## config.mk

```make
export PLATFORM = sky130hd
export DESIGN_NAME = keylock_ctrl_flat
export DESIGN_NICKNAME = d
export VERILOG_FILES = /design/src/rtl/keylock_pkg.sv /design/src/rtl/keylock_if.sv /design/src/rtl/keylock_timer.sv /design/src/rtl/keylock_ctrl.sv /design/src/flat_wrapper.sv
export SDC_FILE = /design/constraint.sdc
export NUM_CORES = 1
export LEC_CHECK = 0
export ABC_AREA = 1
export CAP_MARGIN = 5
export CORE_MARGIN = 2
export CORE_UTILIZATION = 55
export DETAILED_ROUTE_END_ITERATION = 8
export PLACE_DENSITY = 0.74
export SETUP_SLACK_MARGIN = 0.3
export SLEW_MARGIN = 20
export SYNTH_ARGS = -nofsm -noshare
export SYNTH_HDL_FRONTEND = slang
export SYNTH_SLANG_ARGS = --single-unit
```

## constraint.sdc

```tcl
create_clock -name clk -period 5.8 [get_ports clk]
set_clock_uncertainty 0.2 [all_clocks]
set_input_delay 1.16 -clock clk [delete_from_list [all_inputs] [get_ports clk]]
set_output_delay 1.16 -clock clk [all_outputs]
set_load 0.02 [all_outputs]
```

## src/rtl/keylock_pkg.sv

```systemverilog
// Shared types, constants and digit helpers for the digit-code lock controller.
package keylock_pkg;

  localparam int unsigned DIGIT_W  = 3;
  localparam int unsigned CODE_LEN = 6;
  localparam int unsigned CODE_W   = DIGIT_W * CODE_LEN;
  localparam int unsigned MAX_FAIL = 3;
  localparam int unsigned FAIL_W   = $clog2(MAX_FAIL + 1);
  localparam int unsigned IDX_W    = $clog2(CODE_LEN + 1);

  // First digit lives in the MSBs: 3,3,5,2,5,6.
  localparam logic [CODE_W-1:0] DEFAULT_CODE = 18'o335256;

  typedef enum logic [2:0] {
    ST_LOCKED  = 3'd0,
    ST_ENTRY   = 3'd1,
    ST_CHECK   = 3'd2,
    ST_OPEN    = 3'd3,
    ST_PROG    = 3'd4,
    ST_LOCKOUT = 3'd5
  } state_t;

  // Digit idx of a code vector, digit 0 in the MSBs.
  function automatic logic [DIGIT_W-1:0] code_digit(input logic [CODE_W-1:0] code,
                                                    input logic [IDX_W-1:0]  idx);
    logic [DIGIT_W-1:0] d;
    d = '0;
    for (int i = 0; i < int'(CODE_LEN); i++)
      if (idx == IDX_W'(i)) d = code[CODE_W-1-i*DIGIT_W -: DIGIT_W];
    return d;
  endfunction

  // Return code with digit idx replaced by val.
  function automatic logic [CODE_W-1:0] set_digit(input logic [CODE_W-1:0]  code,
                                                  input logic [IDX_W-1:0]   idx,
                                                  input logic [DIGIT_W-1:0] val);
    logic [CODE_W-1:0] c;
    c = code;
    for (int i = 0; i < int'(CODE_LEN); i++)
      if (idx == IDX_W'(i)) c[CODE_W-1-i*DIGIT_W -: DIGIT_W] = val;
    return c;
  endfunction

endpackage

```

## src/rtl/keylock_if.sv

```systemverilog
// Keypad-side inputs and lock/status outputs of the controller, bundled.
interface keylock_if;
  import keylock_pkg::*;

  logic               digit_valid;
  logic [DIGIT_W-1:0] digit;
  logic               prog_en;
  logic               relock;
  logic               locked;
  logic               alarm;
  logic               unlock_pulse;
  logic               fail_pulse;
  logic [FAIL_W-1:0]  fail_count;

  modport master (
    output digit_valid, digit, prog_en, relock,
    input  locked, alarm, unlock_pulse, fail_pulse, fail_count
  );

  modport slave (
    input  digit_valid, digit, prog_en, relock,
    output locked, alarm, unlock_pulse, fail_pulse, fail_count
  );
endinterface

```

## src/rtl/keylock_timer.sv

```systemverilog
// Loadable down-counter shared by the entry-timeout, auto-relock and lockout phases.
module keylock_timer #(
  parameter int unsigned W = 11
) (
  input  logic         clk,
  input  logic         reset_n,
  input  logic         i_load,
  input  logic [W-1:0] i_load_val,
  input  logic         i_en,
  output logic         o_expired
);

  logic [W-1:0] r_count;

  // Load has priority; otherwise count down while enabled and stop at zero.
  // NOTE: sequential state is assigned with <= so every flop samples pre-edge values.
  always_ff @(posedge clk or negedge reset_n) begin
    if (!reset_n)                    r_count <= '0;
    else if (i_load)                 r_count <= i_load_val;
    else if (i_en && r_count != '0)  r_count <= r_count - 1'b1;
  end

  assign o_expired = i_en && (r_count == '0);

endmodule

```

## src/rtl/keylock_ctrl.sv

```systemverilog
// Digit-code lock sequencer: collects an attempt, compares, opens, counts
// failures, locks out, auto-relocks and supports in-field code reprogramming.
module keylock_ctrl
  import keylock_pkg::*;
#(
  parameter int unsigned UNLOCK_CYCLES  = 500,
  parameter int unsigned LOCKOUT_CYCLES = 1000,
  parameter int unsigned ENTRY_TIMEOUT  = 200
) (
  input  logic clk,
  input  logic reset_n,
  keylock_if.slave bus
);

  localparam int unsigned T_MAX1  = (UNLOCK_CYCLES > LOCKOUT_CYCLES) ? UNLOCK_CYCLES : LOCKOUT_CYCLES;
  localparam int unsigned T_MAX   = (T_MAX1 > ENTRY_TIMEOUT) ? T_MAX1 : ENTRY_TIMEOUT;
  localparam int unsigned TIMER_W = $clog2(T_MAX) + 1;

  state_t              r_state,  w_state_nxt;
  logic [CODE_W-1:0]   r_code,   w_code_nxt;
  logic [CODE_W-1:0]   r_shadow, w_shadow_nxt;
  logic [IDX_W-1:0]    r_idx,    w_idx_nxt;
  logic                r_match,  w_match_nxt;
  logic [FAIL_W-1:0]   r_fail,   w_fail_nxt;
  logic                r_unlock_pulse, w_unlock_nxt;
  logic                r_fail_pulse,   w_fail_pulse_nxt;

  logic                w_t_load, w_t_en, w_t_expired;
  logic [TIMER_W-1:0]  w_t_load_val;
  logic                w_last_digit, w_digit_eq;
  logic [FAIL_W-1:0]   w_fail_inc;

  keylock_timer #(.W(TIMER_W)) u_timer (
    .clk        (clk),
    .reset_n    (reset_n),
    .i_load     (w_t_load),
    .i_load_val (w_t_load_val),
    .i_en       (w_t_en),
    .o_expired  (w_t_expired)
  );

  // Timer runs only in the timed states; PROG holds it paused.
  assign w_t_en       = (r_state == ST_ENTRY) || (r_state == ST_OPEN) || (r_state == ST_LOCKOUT);
  assign w_last_digit = (r_idx == IDX_W'(CODE_LEN - 1));
  assign w_digit_eq   = (bus.digit == code_digit(r_code, r_idx));
  assign w_fail_inc   = r_fail + 1'b1;

  // Next-state and next-register decode for the whole controller.
  // NOTE: every variable gets a default first so no path can infer a latch.
  always_comb begin
    w_state_nxt      = r_state;
    w_code_nxt       = r_code;
    w_shadow_nxt     = r_shadow;
    w_idx_nxt        = r_idx;
    w_match_nxt      = r_match;
    w_fail_nxt       = r_fail;
    w_unlock_nxt     = 1'b0;
    w_fail_pulse_nxt = 1'b0;
    w_t_load         = 1'b0;
    w_t_load_val     = '0;

    unique case (r_state)
      ST_LOCKED: begin
        if (bus.digit_valid) begin
          w_match_nxt  = w_digit_eq;   // r_idx is 0 here
          w_idx_nxt    = IDX_W'(1);
          w_state_nxt  = ST_ENTRY;
          w_t_load     = 1'b1;
          w_t_load_val = TIMER_W'(ENTRY_TIMEOUT);
        end
      end
      ST_ENTRY: begin
        // A mismatch only clears the flag; the full attempt is always collected.
        if (bus.digit_valid) begin
          w_match_nxt  = r_match && w_digit_eq;
          w_idx_nxt    = r_idx + 1'b1;
          w_t_load     = 1'b1;
          w_t_load_val = TIMER_W'(ENTRY_TIMEOUT);
          if (w_last_digit) w_state_nxt = ST_CHECK;
        end else if (w_t_expired) begin
          w_state_nxt = ST_LOCKED;
          w_idx_nxt   = '0;
          w_match_nxt = 1'b1;
        end
      end
      ST_CHECK: begin
        w_idx_nxt   = '0;
        w_match_nxt = 1'b1;
        if (r_match) begin
          w_state_nxt  = ST_OPEN;
          w_fail_nxt   = '0;
          w_unlock_nxt = 1'b1;
          w_t_load     = 1'b1;
          w_t_load_val = TIMER_W'(UNLOCK_CYCLES);
        end else begin
          w_fail_nxt       = w_fail_inc;
          w_fail_pulse_nxt = 1'b1;
          if (w_fail_inc == FAIL_W'(MAX_FAIL)) begin
            w_state_nxt  = ST_LOCKOUT;
            w_t_load     = 1'b1;
            w_t_load_val = TIMER_W'(LOCKOUT_CYCLES);
          end else begin
            w_state_nxt = ST_LOCKED;
          end
        end
      end
      ST_OPEN: begin
        if (bus.relock || w_t_expired) begin
          w_state_nxt = ST_LOCKED;
        end else if (bus.prog_en) begin
          w_state_nxt = ST_PROG;
          w_idx_nxt   = '0;
        end
      end
      ST_PROG: begin
        if (bus.relock) begin
          w_state_nxt = ST_LOCKED;
          w_idx_nxt   = '0;
        end else if (!bus.prog_en) begin
          w_state_nxt  = ST_OPEN;
          w_idx_nxt    = '0;
          w_t_load     = 1'b1;
          w_t_load_val = TIMER_W'(UNLOCK_CYCLES);
        end else if (bus.digit_valid) begin
          w_shadow_nxt = set_digit(r_shadow, r_idx, bus.digit);
          w_idx_nxt    = r_idx + 1'b1;
          if (w_last_digit) begin
            // Commit the complete new code in one edge.
            w_code_nxt   = set_digit(r_shadow, r_idx, bus.digit);
            w_state_nxt  = ST_OPEN;
            w_idx_nxt    = '0;
            w_t_load     = 1'b1;
            w_t_load_val = TIMER_W'(UNLOCK_CYCLES);
          end
        end
      end
      ST_LOCKOUT: begin
        if (w_t_expired) begin
          w_fail_nxt  = '0;
          w_state_nxt = ST_LOCKED;
        end
      end
      default: begin
        w_state_nxt = ST_LOCKED;
        w_idx_nxt   = '0;
        w_match_nxt = 1'b1;
      end
    endcase
  end

  // State and datapath registers.
  // NOTE: the code register resets to the factory code; the shadow is reset
  // too, but its contents never matter until all digits are rewritten.
  always_ff @(posedge clk or negedge reset_n) begin
    if (!reset_n) begin
      r_state        <= ST_LOCKED;
      r_code         <= DEFAULT_CODE;
      r_shadow       <= '0;
      r_idx          <= '0;
      r_match        <= 1'b1;
      r_fail         <= '0;
      r_unlock_pulse <= 1'b0;
      r_fail_pulse   <= 1'b0;
    end else begin
      r_state        <= w_state_nxt;
      r_code         <= w_code_nxt;
      r_shadow       <= w_shadow_nxt;
      r_idx          <= w_idx_nxt;
      r_match        <= w_match_nxt;
      r_fail         <= w_fail_nxt;
      r_unlock_pulse <= w_unlock_nxt;
      r_fail_pulse   <= w_fail_pulse_nxt;
    end
  end

  assign bus.locked       = !((r_state == ST_OPEN) || (r_state == ST_PROG));
  assign bus.alarm        = (r_state == ST_LOCKOUT);
  assign bus.unlock_pulse = r_unlock_pulse;
  assign bus.fail_pulse   = r_fail_pulse;
  assign bus.fail_count   = r_fail;

endmodule
```

## src/flat_wrapper.sv

```systemverilog
// flat-port wrapper written by rule: the top's interface ports become plain ports
module keylock_ctrl_flat import keylock_pkg::*;
#(
  parameter int unsigned UNLOCK_CYCLES  = 500,
  parameter int unsigned LOCKOUT_CYCLES = 1000,
  parameter int unsigned ENTRY_TIMEOUT  = 200
)
  (clk, reset_n, bus_digit_valid, bus_digit, bus_prog_en, bus_relock, bus_locked, bus_alarm, bus_unlock_pulse, bus_fail_pulse, bus_fail_count);
  keylock_if bus_i ();
  input  logic clk;
  input  logic reset_n;
  input wire logic [$bits(bus_i.digit_valid)-1:0] bus_digit_valid;
  input wire logic [$bits(bus_i.digit)-1:0] bus_digit;
  input wire logic [$bits(bus_i.prog_en)-1:0] bus_prog_en;
  input wire logic [$bits(bus_i.relock)-1:0] bus_relock;
  output wire logic [$bits(bus_i.locked)-1:0] bus_locked;
  output wire logic [$bits(bus_i.alarm)-1:0] bus_alarm;
  output wire logic [$bits(bus_i.unlock_pulse)-1:0] bus_unlock_pulse;
  output wire logic [$bits(bus_i.fail_pulse)-1:0] bus_fail_pulse;
  output wire logic [$bits(bus_i.fail_count)-1:0] bus_fail_count;
  assign bus_i.digit_valid = bus_digit_valid;
  assign bus_i.digit = bus_digit;
  assign bus_i.prog_en = bus_prog_en;
  assign bus_i.relock = bus_relock;
  assign bus_locked = bus_i.locked;
  assign bus_alarm = bus_i.alarm;
  assign bus_unlock_pulse = bus_i.unlock_pulse;
  assign bus_fail_pulse = bus_i.fail_pulse;
  assign bus_fail_count = bus_i.fail_count;
  keylock_ctrl #(.UNLOCK_CYCLES(UNLOCK_CYCLES), .LOCKOUT_CYCLES(LOCKOUT_CYCLES), .ENTRY_TIMEOUT(ENTRY_TIMEOUT)) u_core (.clk(clk), .reset_n(reset_n), .bus(bus_i));
endmodule
```

### Signal wires on met1

Bar = 20 um.
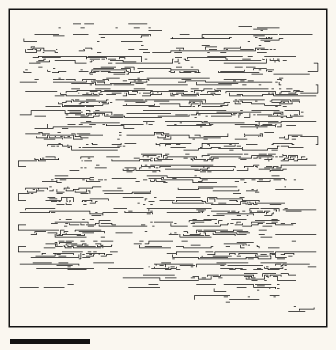
wire length on this layer = 3,150 um
longest straight run = 21.2 um
nets with wire on the layer = 402
via count: 2,660
met1 Usage GRT: 0.307

### Met2 routing

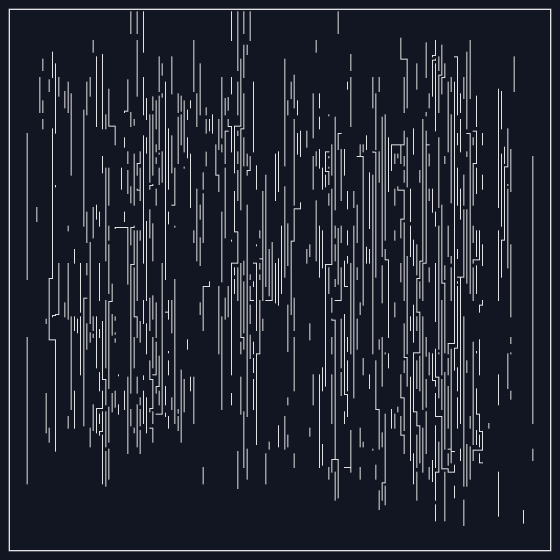
nets with wire on the layer = 343
longest straight run = 39.1 um
global-route met2 utilization: 0.381
total wire length: 6720 um

### Metal 3

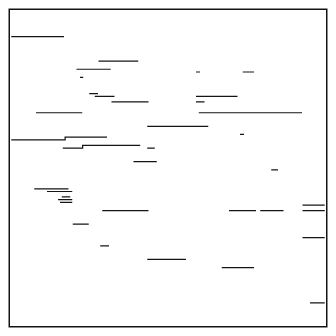
longest straight run = 25.5 um
nets with wire on the layer = 28
met3 demand-to-capacity share in global routing: 0.0489

==> results_slide.txt <==
Implementation Results

Die
  • Number of placement rows: 27
  • Total die size: 0.00626 sq mm
  • Die Y-Extent: 79.1 um
  • Area of the placeable core: 0.00547 sq mm
  • I/O pins: 14

Finish
  • Non-clock inverters: 65
  • Multi-input logic area: 0.00141 sq mm
  • Clock buffers: 5
  • Fraction of area in registers: 0.414
  • Share of cells above drive strength 1: 0.106
  • Flop Count: 55
  • Dominant class by area: combinational gates
  • # nets final: 440
  • Growth of design area from synthesis to finish: 8.35%
  • Clock-cell share of area: 0.0264
  • Multi-input combinational area share: 0.420
  • Multi-input logic cell count: 284

Flow run
  • Tool warnings: 29
  • Total of max-cap violations: 0

Logic synthesis
  • Yosys Instances: 414
  • Top post-synthesis cells by count: 116 x nand2_1, 57 x inv_1, 55 x o21ai_0
  • Synth area leaders: dfrtp_1 35%, nand2_1 14%, dfstp_2 10%, o21ai_0 8.9%, inv_1 6.9%
  • Synthesized cell area: 0.00310 sq mm
  • Mux cell area share: 0
  • Gate count after technology mapping: 414
  • Post-synth top flop: dfrtp_1
  • Largest area contributor in the synthesized netlist: dfrtp_1
  • Synthesized net count: 429
  • Chip area in the Yosys report: 0.00310 sq mm
  • Simple-gate share of the synthesized area: 0.264
  • Distinct cell type count after synthesis: 37
  • Most frequent cell after synthesis: nand2_1
  • Largest family of logic cells by area: simple AND/OR/NAND/NOR gates

Final timing
  • Final worst-path cycle share: 0.564
  • Worst hold margin: 0.276 ns
  • RSZ-0062 raised after global routing: no
  • Minimum period implied by the final worst setup slack: 3.27 ns
  • Final tally of setup violations: 0
  • Tightest slew margin relative to the limit: 0.383

Setup path
  • Critical path endpoint: u_core.r_code[14]
  • Maximum fanout along the worst path: 14
  • Launching element of the worst setup path: bus_relock
  • Startpoint kind of the worst setup timing path: input pin
  • Critical path endpoint category: flip-flop
  • Sequence of cells on the critical path: clkdlybuf4s50_1, inv_1, nand2_1, nor2_1, inv_1, nor2_1, inv_2, nand2_1, o21ai_1
  • Critical register-to-register path endpoint: u_core.r_code[14]
  • Critical path required time: 5.80 ns
  • Peak per-stage delay on the critical path: 0.75 ns
  • Critical Setup Path Class: in2reg
  • Worst setup slack for register-to-register paths: 2.93 ns

Detailed routing
  • Routed Antenna Nets: 0
  • Post-detailed-route wirelength per cell: 13.5 um
  • DRC Markers: 0
  • DR WL met3: 254 um
  • Routed met2 length: 3220 um
  • Length of routed wiring on met1: 3150 um

Outcome
  • Outcome: complete, no violations

Place
  • Placer congestion estimate: 0.926
  • Post-detail-place hpwl: 4810 um
  • PortBufs: 13

Clocking
  • CTS tree: built
  • H-Tree Depth: 2
  • Total clock buffers created by CTS: 5
  • Number of buffers inserted by post-CTS setup repair: 0
  • TritonCTS sink count: 55

Global route
  • Largest net degree at the start of global routing: 56
  • Total gr overflow: 0

Power
  • Worst voltage drop across the vdd grid: 221 uV

Min path
  • Worst hold path depth: 2
  • Worst min-delay path class: reg2reg
  • HP Start: u_core.r_code[13]
## layer usage
layer	GRT usage	vias up
met5	0	-
met4	0.0845	0
met3	0.0489	13
met2	0.381	54
met1	0.307	1254
li1	-	1339
## metrics by stage
| step | instance area (sq um) | worst slack, ns | utilization | cells |
|---|---|---|---|---|
| global placement | 3270 | 2.09 | 0.597 | 490 |
| finish | 3360 | 2.53 | 0.614 | 498 |
| floorplan | 3100 | 3.42 | - | 414 |
| CTS | 3360 | 2.55 | 0.614 | 498 |
| global route | 3360 | 2.30 | 0.614 | 498 |
| detailed placement | 3270 | 2.22 | 0.598 | 490 |
## worst max-delay path, delay by kind of cell
| kind | cells | cell delay, ns |
|---|---|---|
| simple gates | 4 | 1.13 |
| compound gates | 1 | 0.07 |
| buf+inv | 4 | 0.91 |
## report_power, final
part | leakage, nW | internal [mW] | switching (mW) | total (mW)
sequential | 0.660 | 0.454 | 0.0519 | 0.506
clock | 0.0402 | 0.0845 | 0.134 | 0.218
combinational | 0.967 | 0.193 | 0.374 | 0.566
## sequential cells by signal, summed over array words and instances (netlist names)
name,count
u_core.r_code,18
u_core.r_shadow,15
u_core.u_timer.r_count,11
u_core.r_idx,3
u_core.r_state,3
u_core.bus.fail_count,2
u_core.bus.fail_pulse,1
u_core.bus.unlock_pulse,1
u_core.r_match,1
## cells in the final DEF (no fill, tap or decap), types with 5 or more instances in the layout
master and instances:
o21ai_1 6, nand2_1 116, inv_2 6, o22ai_1 6
a21oi_1 8, dfrtp_1 43, nor2_1 27, inv_1 57
ha_1 7, clkbuf_8 5, dfstp_2 12, clkdlybuf4s50_1 12
nand3_1 22, o21ai_0 55, nor3_1 6
Power and IR drop assume default switching activity.
